$ cat config.mk
export PLATFORM = sky130hd
export DESIGN_NAME = user_irq_ctrl_flat
export DESIGN_NICKNAME = d
export VERILOG_FILES = /design/src/rtl/user_irq_ctrl_if.sv /design/src/rtl/user_irq_ctrl.sv /design/src/flat_wrapper.sv
export SDC_FILE = /design/constraint.sdc
export NUM_CORES = 1
export LEC_CHECK = 0
export CAP_MARGIN = 20
export CORE_UTILIZATION = 45
export CTS_CLUSTER_SIZE = 40
export DETAILED_ROUTE_END_ITERATION = 6
export PLACE_DENSITY_LB_ADDON = 0.1
export SYNTH_ARGS = -nofsm -noshare
export SYNTH_HDL_FRONTEND = slang
export SYNTH_SLANG_ARGS = --single-unit
export TNS_END_PERCENT = 10
$ cat constraint.sdc
create_clock -name clk_i -period 1.61 [get_ports clk_i]
set_clock_uncertainty 0.05 [all_clocks]
set_input_delay 0.322 -clock clk_i [delete_from_list [all_inputs] [get_ports clk_i]]
set_output_delay 0.322 -clock clk_i [all_outputs]
set_load 0.05 [all_outputs]
$ cat src/rtl/user_irq_ctrl_if.sv
// Register-port interface between the SoC address decoder and the interrupt controller.
// A single request/response handshake: valid with addr/wdata/wstrb in, one-cycle ready with rdata out.
interface nmi_if;
    logic        valid;
    logic [31:0] addr;
    logic [31:0] wdata;
    logic [3:0]  wstrb;
    logic        ready;
    logic [31:0] rdata;

    modport slave  (input  valid, addr, wdata, wstrb, output ready, rdata);
    modport master (output valid, addr, wdata, wstrb, input  ready, rdata);
endinterface

$ cat src/rtl/user_irq_ctrl.sv
// 32-line interrupt controller in front of the core irq_i: synchronise, polarity, edge/level
// capture into pending, and mask with enable; programmed through an nmi register port.
module user_irq_ctrl #(
    parameter int unsigned SYNC_STAGES = 2
) (
    input  logic        clk_i,
    input  logic        rst_n_i,
    input  logic [31:0] irq_raw_i,
    nmi_if.slave        nmi,
    output logic [31:0] irq_o
);

    localparam int unsigned W  = 32;
    localparam int unsigned NB = W / 8;

    localparam logic [2:0] A_ENABLE   = 3'd0;
    localparam logic [2:0] A_MODE     = 3'd1;
    localparam logic [2:0] A_PENDING  = 3'd2;
    localparam logic [2:0] A_RAW      = 3'd3;
    localparam logic [2:0] A_POLARITY = 3'd4;

    typedef enum logic {
        S_IDLE = 1'b0,
        S_RESP = 1'b1
    } state_t;

    state_t         r_state;
    state_t         w_state_nxt;
    logic           w_access;
    logic           w_wr;
    logic           w_rd;
    logic [2:0]     w_idx;
    logic [W-1:0]   w_bmask;
    logic [W-1:0]   w_act;
    logic [W-1:0]   w_set;
    logic [W-1:0]   w_clr;
    logic [W-1:0]   w_pending_nxt;
    logic [W-1:0]   w_rd_mux;
    logic           w_unused_addr;

    logic [W-1:0]   r_sync [SYNC_STAGES];
    logic [W-1:0]   r_act_q;
    logic [W-1:0]   r_enable;
    logic [W-1:0]   r_mode;
    logic [W-1:0]   r_pending;
    logic [W-1:0]   r_polarity;
    logic [W-1:0]   r_rdata;

    assign w_idx         = nmi.addr[4:2];
    assign w_unused_addr = &{1'b0, nmi.addr[31:5], nmi.addr[1:0]};

    // Bus FSM: accept in IDLE, present ready for exactly one cycle in RESP.
    always_ff @(posedge clk_i or negedge rst_n_i) begin
        if (!rst_n_i) r_state <= S_IDLE;
        else          r_state <= w_state_nxt;
    end

    always_comb begin
        w_state_nxt = r_state;
        w_access    = 1'b0;
        case (r_state)
            S_IDLE: begin
                if (nmi.valid) begin
                    w_access    = 1'b1;
                    w_state_nxt = S_RESP;
                end
            end
            S_RESP:  w_state_nxt = S_IDLE;
            default: w_state_nxt = S_IDLE;
        endcase
    end

    assign w_wr      = w_access && (nmi.wstrb != 4'h0);
    assign w_rd      = w_access && (nmi.wstrb == 4'h0);
    assign nmi.ready = (r_state == S_RESP);
    assign nmi.rdata = r_rdata;

    always_comb begin
        w_bmask = '0;
        for (int unsigned b = 0; b < NB; b++) begin
            w_bmask[8*b +: 8] = {8{nmi.wstrb[b]}};
        end
    end

    // Synchroniser chain, then polarity applied on the synchronised level.
    always_ff @(posedge clk_i or negedge rst_n_i) begin
        if (!rst_n_i) begin
            for (int unsigned i = 0; i < SYNC_STAGES; i++) r_sync[i] <= '0;
            r_act_q <= '0;
        end else begin
            r_sync[0] <= irq_raw_i;
            for (int unsigned i = 1; i < SYNC_STAGES; i++) r_sync[i] <= r_sync[i-1];
            r_act_q <= w_act;
        end
    end

    assign w_act = r_sync[SYNC_STAGES-1] ^ r_polarity;
    assign w_set = w_act & ~r_act_q;
    assign w_clr = (w_wr && (w_idx == A_PENDING)) ? (nmi.wdata & w_bmask) : '0;

    // Edge lines: set beats a same-cycle clear. Level lines just follow act.
    assign w_pending_nxt = (r_mode & (w_set | (r_pending & ~w_clr))) | (~r_mode & w_act);

    always_comb begin
        w_rd_mux = '0;
        case (w_idx)
            A_ENABLE:   w_rd_mux = r_enable;
            A_MODE:     w_rd_mux = r_mode;
            A_PENDING:  w_rd_mux = r_pending;
            A_RAW:      w_rd_mux = w_act;
            A_POLARITY: w_rd_mux = r_polarity;
            default:    w_rd_mux = '0;
        endcase
    end

    always_ff @(posedge clk_i or negedge rst_n_i) begin
        if (!rst_n_i) begin
            r_enable   <= '0;
            r_mode     <= '0;
            r_pending  <= '0;
            r_polarity <= '0;
            r_rdata    <= '0;
        end else begin
            r_pending <= w_pending_nxt;
            if (w_wr && (w_idx == A_ENABLE))
                r_enable <= (r_enable & ~w_bmask) | (nmi.wdata & w_bmask);
            if (w_wr && (w_idx == A_MODE))
                r_mode <= (r_mode & ~w_bmask) | (nmi.wdata & w_bmask);
            if (w_wr && (w_idx == A_POLARITY))
                r_polarity <= (r_polarity & ~w_bmask) | (nmi.wdata & w_bmask);
            if (w_rd)
                r_rdata <= w_rd_mux;
        end
    end

    assign irq_o = r_pending & r_enable;

endmodule

$ cat src/flat_wrapper.sv
// flat-port wrapper written by rule: the top's interface ports become plain ports
module user_irq_ctrl_flat 
#(
    parameter int unsigned SYNC_STAGES = 2
)
  (clk_i, rst_n_i, irq_raw_i, irq_o, nmi_valid, nmi_addr, nmi_wdata, nmi_wstrb, nmi_ready, nmi_rdata);
  nmi_if nmi_i ();
  input  logic clk_i;
  input  logic rst_n_i;
  input  logic [31:0] irq_raw_i;
  output logic [31:0] irq_o;
  input wire logic [$bits(nmi_i.valid)-1:0] nmi_valid;
  input wire logic [$bits(nmi_i.addr)-1:0] nmi_addr;
  input wire logic [$bits(nmi_i.wdata)-1:0] nmi_wdata;
  input wire logic [$bits(nmi_i.wstrb)-1:0] nmi_wstrb;
  output wire logic [$bits(nmi_i.ready)-1:0] nmi_ready;
  output wire logic [$bits(nmi_i.rdata)-1:0] nmi_rdata;
  assign nmi_i.valid = nmi_valid;
  assign nmi_i.addr = nmi_addr;
  assign nmi_i.wdata = nmi_wdata;
  assign nmi_i.wstrb = nmi_wstrb;
  assign nmi_ready = nmi_i.ready;
  assign nmi_rdata = nmi_i.rdata;
  user_irq_ctrl #(.SYNC_STAGES(SYNC_STAGES)) u_core (.clk_i(clk_i), .rst_n_i(rst_n_i), .irq_raw_i(irq_raw_i), .nmi(nmi_i), .irq_o(irq_o));
endmodule
**Run 1: clock nets**

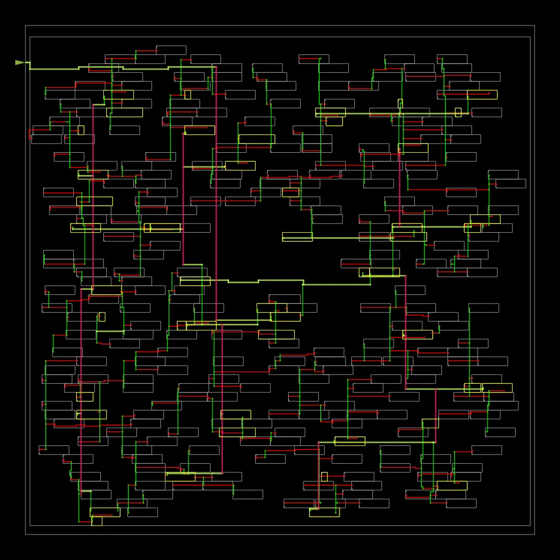
Skew-Pair Late Insertion Delay: 540 ps
clock-net power: 6.89 mW
clk sink count: 257
# clk buffers: 34
CTS Buf Count: 27

**Run 1: routed clock nets over the placement**

Scale: 3 px per um.
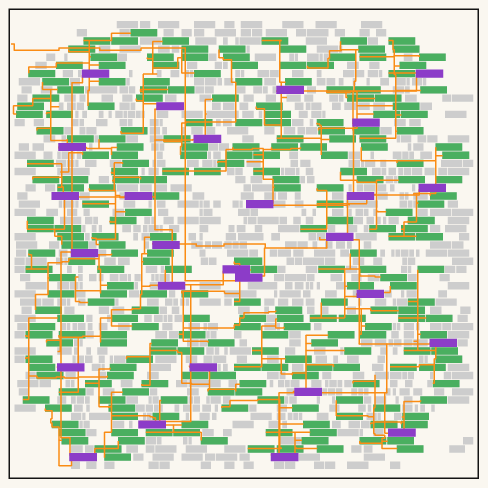
Key: clock drivers = purple [count 27]; clock wires = orange [length 3,130 um]; flip-flops = green [count 257]
There are 28 routed clock nets.

==> summary.txt, run 1 <==
fresh numbers from the pnr run: outcome finished with violations, Setup crit start u_core.nmi.ready, share of layout cells above drive strength 1 32.47%, most frequent cells after synthesis dfrtp_1 (257), mux2_2 (103), nand2_1 (103), type of origin of the critical path flip-flop, Worst-Margin Slew ~420 ps, total power roughly 22 mW, fin. max-slew vios 0, Logic pwr share ~27%, xor/xnor cell area share of the yosys netlist under 10%, Final WS setup -44.47 ps, Synth Net Count around 960, Int Pwr around 15 mW, clock-pin transition on the worst setup and hold timing paths 70 ps, Logic family by area multiplexers, Worst R2R Setup Slack around 20 ps, number of synthesized register bits 257, total of max-cap violations 0, Yosys Warn Count 0, r2r endpoint u_core.r_pending[29], RSZ-0062 raised after global routing yes, cell taking the most area after synthesis dfrtp_1, failing checks setup timing, YS chip area ~11,000 sq um, antenna viol nets, final 0, First-pass DRT Iterations 4, CP endpoint nmi_ready, Clk pwr share a little under a third, most common cell in the synthesized netlist dfrtp_1, Basic Gates by Area approximately an eighth, NetSw 6.411 mW, top layer in use met5, global-route wire length before repair just over 40 mm, GR Overflow Total 0, Seq pwr share 41.0%, P_comb ~5.9 mW, Final min period 1654 ps, Reg2Reg Depth 5, CTS tree yes, post-CTS resize count 32, kind of critical path flip-flop to output port, Leakage around 6.6 nW, hold wc startpoint irq_raw_i[0], Yosys Instances roughly 850, Post-CTS Setup Repair Bufs 12, Mapped Avg Cell Area between 10 and 15 sq um, final setup vio count 19, most common logic cells in the final layout dfrtp_1 (256), mux2_2 (103), nand2_1 (100), buf_12 (88), clkdlybuf4s50_1 (71), WHS 159.4 ps, antenna violations before repair 3, Top-area cell share roughly three fifths
**Run 1: met2 routing**

Scale: 3 px per um. Cells faint in the background.
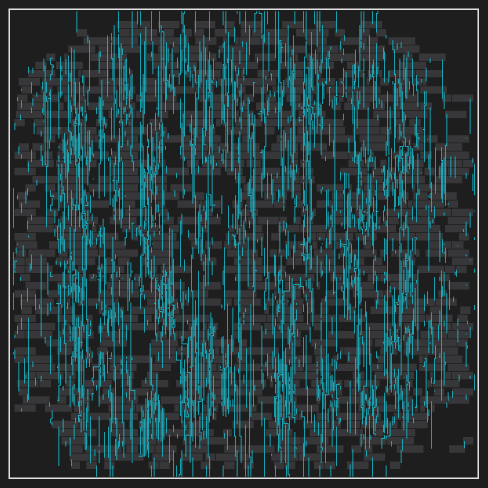
993 nets have wire on it. The layer carries 12,000 um of wire. The layer holds 47% of the routed length. The longest straight run is 74.1 um.

==> run 1: routing by layer <==
layer	vias to the layer above	global-route usage, %
met1	3744	30.62
met4	4	5.556
met2	179	34.91
met3	39	3.972
li1	3442	-
met5	-	0
==> run 1: layout make-up <==
| cell class | count | area (sq um) | area share (%) |
|---|---|---|---|
| Sequential cell | 257 | 6432 | 43.02 |
| Multi-Input combinational cell | 558 | 4205 | 28.12 |
| Timing Repair Buffer | 216 | 2922 | 19.54 |
| Clock buffer | 34 | 762.0 | 5.096 |
| Tap cell | 313 | 391.6 | 2.619 |
| Clock inverter | 15 | 235.2 | 1.573 |
| Inverter | 1 | 5.005 | 0.03347 |
==> run 1: worst max-delay path, cell delays in order (launching register included) <==
cell and delay [ps]:
dfrtp_2 460, buf_6 150, buf_12 140
--- run 2 (diff from run 1) ---
Clock period 1.61 ns to 2.06 ns, I/O delays scaled along.
**Run 2: cell classes on the final placement**

Scale: 2 px per um. Fill, decap, tap and diode cells in gray.
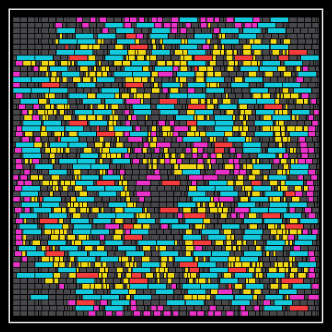
Key: combinational and other logic = yellow [cells 559]; flops = cyan [cells 257]; other buffers and delay cells = magenta [cells 195]; clock drivers and dummy loads = red [cells 46]

==> run 2 against run 1 <==
Compared with the run above:
- the run now ends clean
- largest power group unchanged
- power fell by 30%
- clock power fell by 28%
- non-clock buffer count fell by 21
==> summary.txt, run 2 <==
fresh numbers from the pnr run: clk sink count 257 (unchanged), Yosys Instances 852 (unchanged), Final min period between 1500 and 2000 ps, antenna viol nets, final 0 (unchanged), fin. max-slew vios 0 (unchanged), flip-flop and latch area 6431 sq um (about the same), RSZ-0062 raised after global routing no, global-route wire length before repair 38.94 mm (-4.9%), most common cell in the synthesized netlist dfrtp_1, outcome finished clean, YS chip area 10,650 sq um (unchanged), Comb area share 29.61% (+1.5 points), Top-area cell share 60.39% (unchanged), number of synthesized register bits 257 (unchanged), # clk buffers 40 (+18%), Post-CTS Setup Repair Bufs 0 (-12), First-pass DRT Iterations 4 (unchanged), cell family with most CP delay buffers and inverters, met1 Track Usage GR 29.50% (-1.1 points), buffering overhead 13.87% (-5.7 points), cell taking the most area after synthesis dfrtp_1, hold wc startpoint irq_raw_i[27], Yosys Warn Count 0 (unchanged), Worst-Margin Slew 515.7 ps (+99.15 ps), type of origin of the critical path flip-flop, met3 GRT Util 3.472% (-0.50 points), final setup vio count 0 (-19), fraction of area in registers 46.91% (+3.9 points), most frequent cells after synthesis dfrtp_1 (257), mux2_2 (103), nand2_1 (103), Leakage 6.170 nW (-6.2%), Mapped Avg Cell Area 12.50 sq um (unchanged), count of non-CTS inverters in the layout 1 (unchanged), Biggest Area Class sequential cells, Setup crit start u_core.nmi.rdata[9], busiest grt layer met2, WHS 276.1 ps (+116.7 ps), Slowest-stage cell, CP dlygate4sd2_1, num tapcells 313 (unchanged)
**Run 2: nets reached from selected ports**

Scale: 2 px per um.
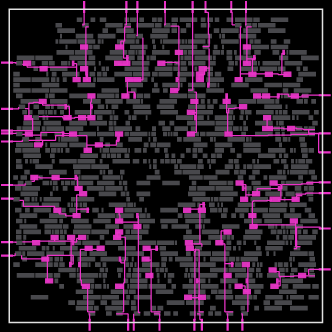
Key: nmi_wdata = magenta [bits 32, direction input, edge 9 left, 8 bottom, 8 top, 7 right, end cells 128, buffers 32, wire 1,710 um]

## run 2: cell counts after synthesis
Identical to the previous run, type by type.
## run 2: worst reg2reg max path: stages, from the launching register on
cell and delay (ps):
dfrtp_1 460, nor4b_4 320, and2_1 250, nand2_2 210, mux2_1 360
## run 2: power by group
group | total (mW) | leakage, nW | switching (mW) | internal (mW)
clock | 4.96 | 0.456 | 1.88 | 3.08
sequential | 6.85 | 3.14 | 0.747 | 6.10
combinational | 3.50 | 2.58 | 1.96 | 1.54
## run 2: path summary, 6_finish.rpt
kind	endpoint	slack (ps)	depth (start not counted)
setup / recovery	nmi_rdata[9]	130	1
hold / removal	u_core.r_sync[59]	280	1
setup reg to reg	flip-flop	290	4
hold reg to reg	u_core.r_sync[20]	300	0
max in group asynchronous	async pin	990	3
min in group asynchronous	async pin	350	2
--- run 3 (diff from run 2) ---
Settings changed: CORE_UTILIZATION 45 to 52, REMOVE_ABC_BUFFERS from default to 1.
**Run 3: nets reached from selected ports**

Scale: 2 px per um.
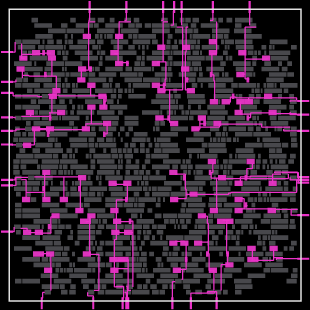
Key: nmi_wdata = magenta [bits 32, direction input, edge 9 left, 8 right, 8 bottom, 7 top, end cells 128, buffers 32, wire 1,640 um]

==> run 3 against run 2 <==
Compared with the run above:
- worst hold slack got worse by 8.3 ps
- area after synthesis unchanged
- critical path depth unchanged
- register-to-register slack improved by 20 ps
- count of clock-buffer cells in the layout decreased by 3
==> summary.txt, run 3 <==
fresh numbers from the pnr run: most used flip-flop cell dfrtp_1, met3 GRT Util 3.899% (+0.43 points), outcome finished clean, final hold violations 0, count of non-CTS inverters in the layout 1 (unchanged), sequential cell power 6.86 mW (about the same), # clk buffers 37 (-7.5%), r2r startpoint u_core.nmi.ready, cells along the critical path dlygate4sd2_1, Mux area share between 10% and 20%, WHS 267.8 ps (-8.322 ps), Die W roughly 150 um, CP endpoint kind output port, Top-area cell share 60.39% (unchanged), CP endpoint nmi_rdata[14], switching part of the total 30.70% (+0.76 points), OpenROAD warnings approximately 54, buffering overhead 13.34% (-0.54 points), First-pass DRT Iterations 4 (unchanged), cell taking the most area after synthesis dfrtp_1, num tapcells 265 (-15%), kind of critical path flip-flop to output port, Setup crit start u_core.nmi.rdata[14], P_comb 3.48 mW (about the same), fin. max-slew vios 0 (unchanged), CTS tree yes, type of origin of the critical path flip-flop, area grow syn2layout 26.95%, Comb area share 30.03% (+0.42 points), Worst-Margin Slew 504.9 ps (-10.81 ps), Bufs and invs on worst path 1, worst hold path cell count 1 (unchanged), RSZ-0062 raised after global routing no, YS chip area 10,650 sq um (unchanged), pre-CTS setup slack -297.2 ps, synth unique cells 34, met1 Track Usage GR 32.16% (+2.7 points), Clk pwr share 31.8% (-0.6 points), Final WS setup 132.7 ps, final setup vio count 0 (unchanged), Slowest-stage cell, CP dlygate4sd2_1, Yosys Instances 852 (unchanged), Post-CTS Setup Repair Bufs 0 (unchanged), CTS Root Cell clkbuf_16, hold crit path type input port to flip-flop, Worst R2R Setup Slack 310 ps (+20 ps), largest net degree at the start of global routing between 60 and 70, slowest cell delay on critical path about 550 ps, io pins between 150 and 200, antenna viol nets, final 0 (unchanged), Via density 5.496, Biggest consumer sequential cells, Seq pwr share 45.3% (+0.5 points), hold wc startpoint irq_raw_i[10], NetSw 4.654 mW (+1.5%), number of synthesized register bits 257 (unchanged), busiest grt layer met2, Mapped Avg Cell Area 12.50 sq um (unchanged), Port Buf Inserts ~140, Crit path depth 1 (unchanged), Logic pwr share 23.0% (about the same), clk sink count 257 (unchanged), adder share 0%, CTS Buf Count 27, Max VDD drop around 750 uV, most common logic cells in the final layout dfrtp_1 (257), mux2_2 (103), nand2_1 (102), clkdlybuf4s50_1 (71), buf_4 (66), Global Route Usage Sum a little under a quarter, Area contributors post-synth dfrtp_1 (60%), mux2_2 (11%), nand2_1 (3.6%), a32o_1 (3.0%), mux2i_1 (3.0%), most common cell in the synthesized netlist dfrtp_1, cell family with most CP delay buffers and inverters, Int Pwr 10.50 mW (-2.1%), crit path DAT approximately 1500 ps, Biggest Area Class sequential cells, Die Span Y around 150 um, clock-net power 4.81 mW (-3%), most frequent cells after synthesis dfrtp_1 (257), mux2_2 (103), nand2_1 (103), worst hold endpoint u_core.r_sync[42], Reg2Reg Depth 4 (unchanged), global-route wire length before repair 38.14 mm (-2.0%), share of layout cells above drive strength 1 between 20 and 25%, core area roughly 20,000 sq um, antenna violations before repair 2, flip-flop and latch area 6431 sq um (unchanged), PwrDens roughly 1100 nW/um^2, Final min period 1927 ps (-6.150 ps), Yosys Warn Count 0 (unchanged), Leakage 6.101 nW (-1.1%), Commonest Layout Cell dfrtp_1, vias in the first global route around 7.2k, fraction of area in registers 47.57% (+0.66 points)
**Run 3: routed clock nets over the placement**

Scale: 3 px per um.
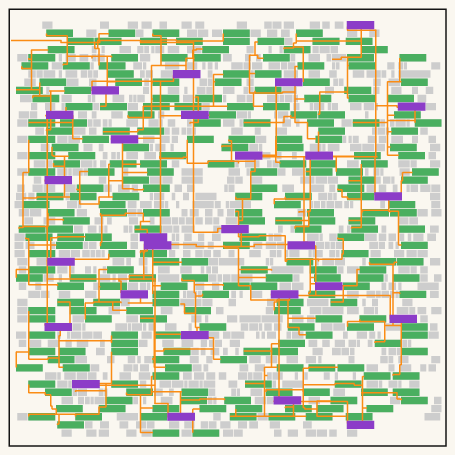
Key: clock wires = orange [length 2,970 um]; flip-flops = green [count 257]; clock drivers = purple [count 27]
There are 28 routed clock nets.

run 3: netlist changes by cell type in the layout (fill, tap and decap cells not counted), moves of 2 or more:
cell,previous run,this run
clkinv_2,3,8
buf_12,17,15
buf_4,75,66
inv_6,0,2
clkbuf_8,9,6
run 3: metrics by stage:
| stage | cells | utilization, % |
|---|---|---|
| 4_1_cts | 1315 | 68.35 |
| 3_5_place_dp | 1265 | 63.99 |
| 6_report | 1315 | 68.35 |
| 5_1_grt | 1315 | 68.35 |
| 3_3_place_gp | 1265 | 63.99 |
| 2_1_floorplan | 816 | - |
No activity file was given, so power comes from the tool's default toggle rates.
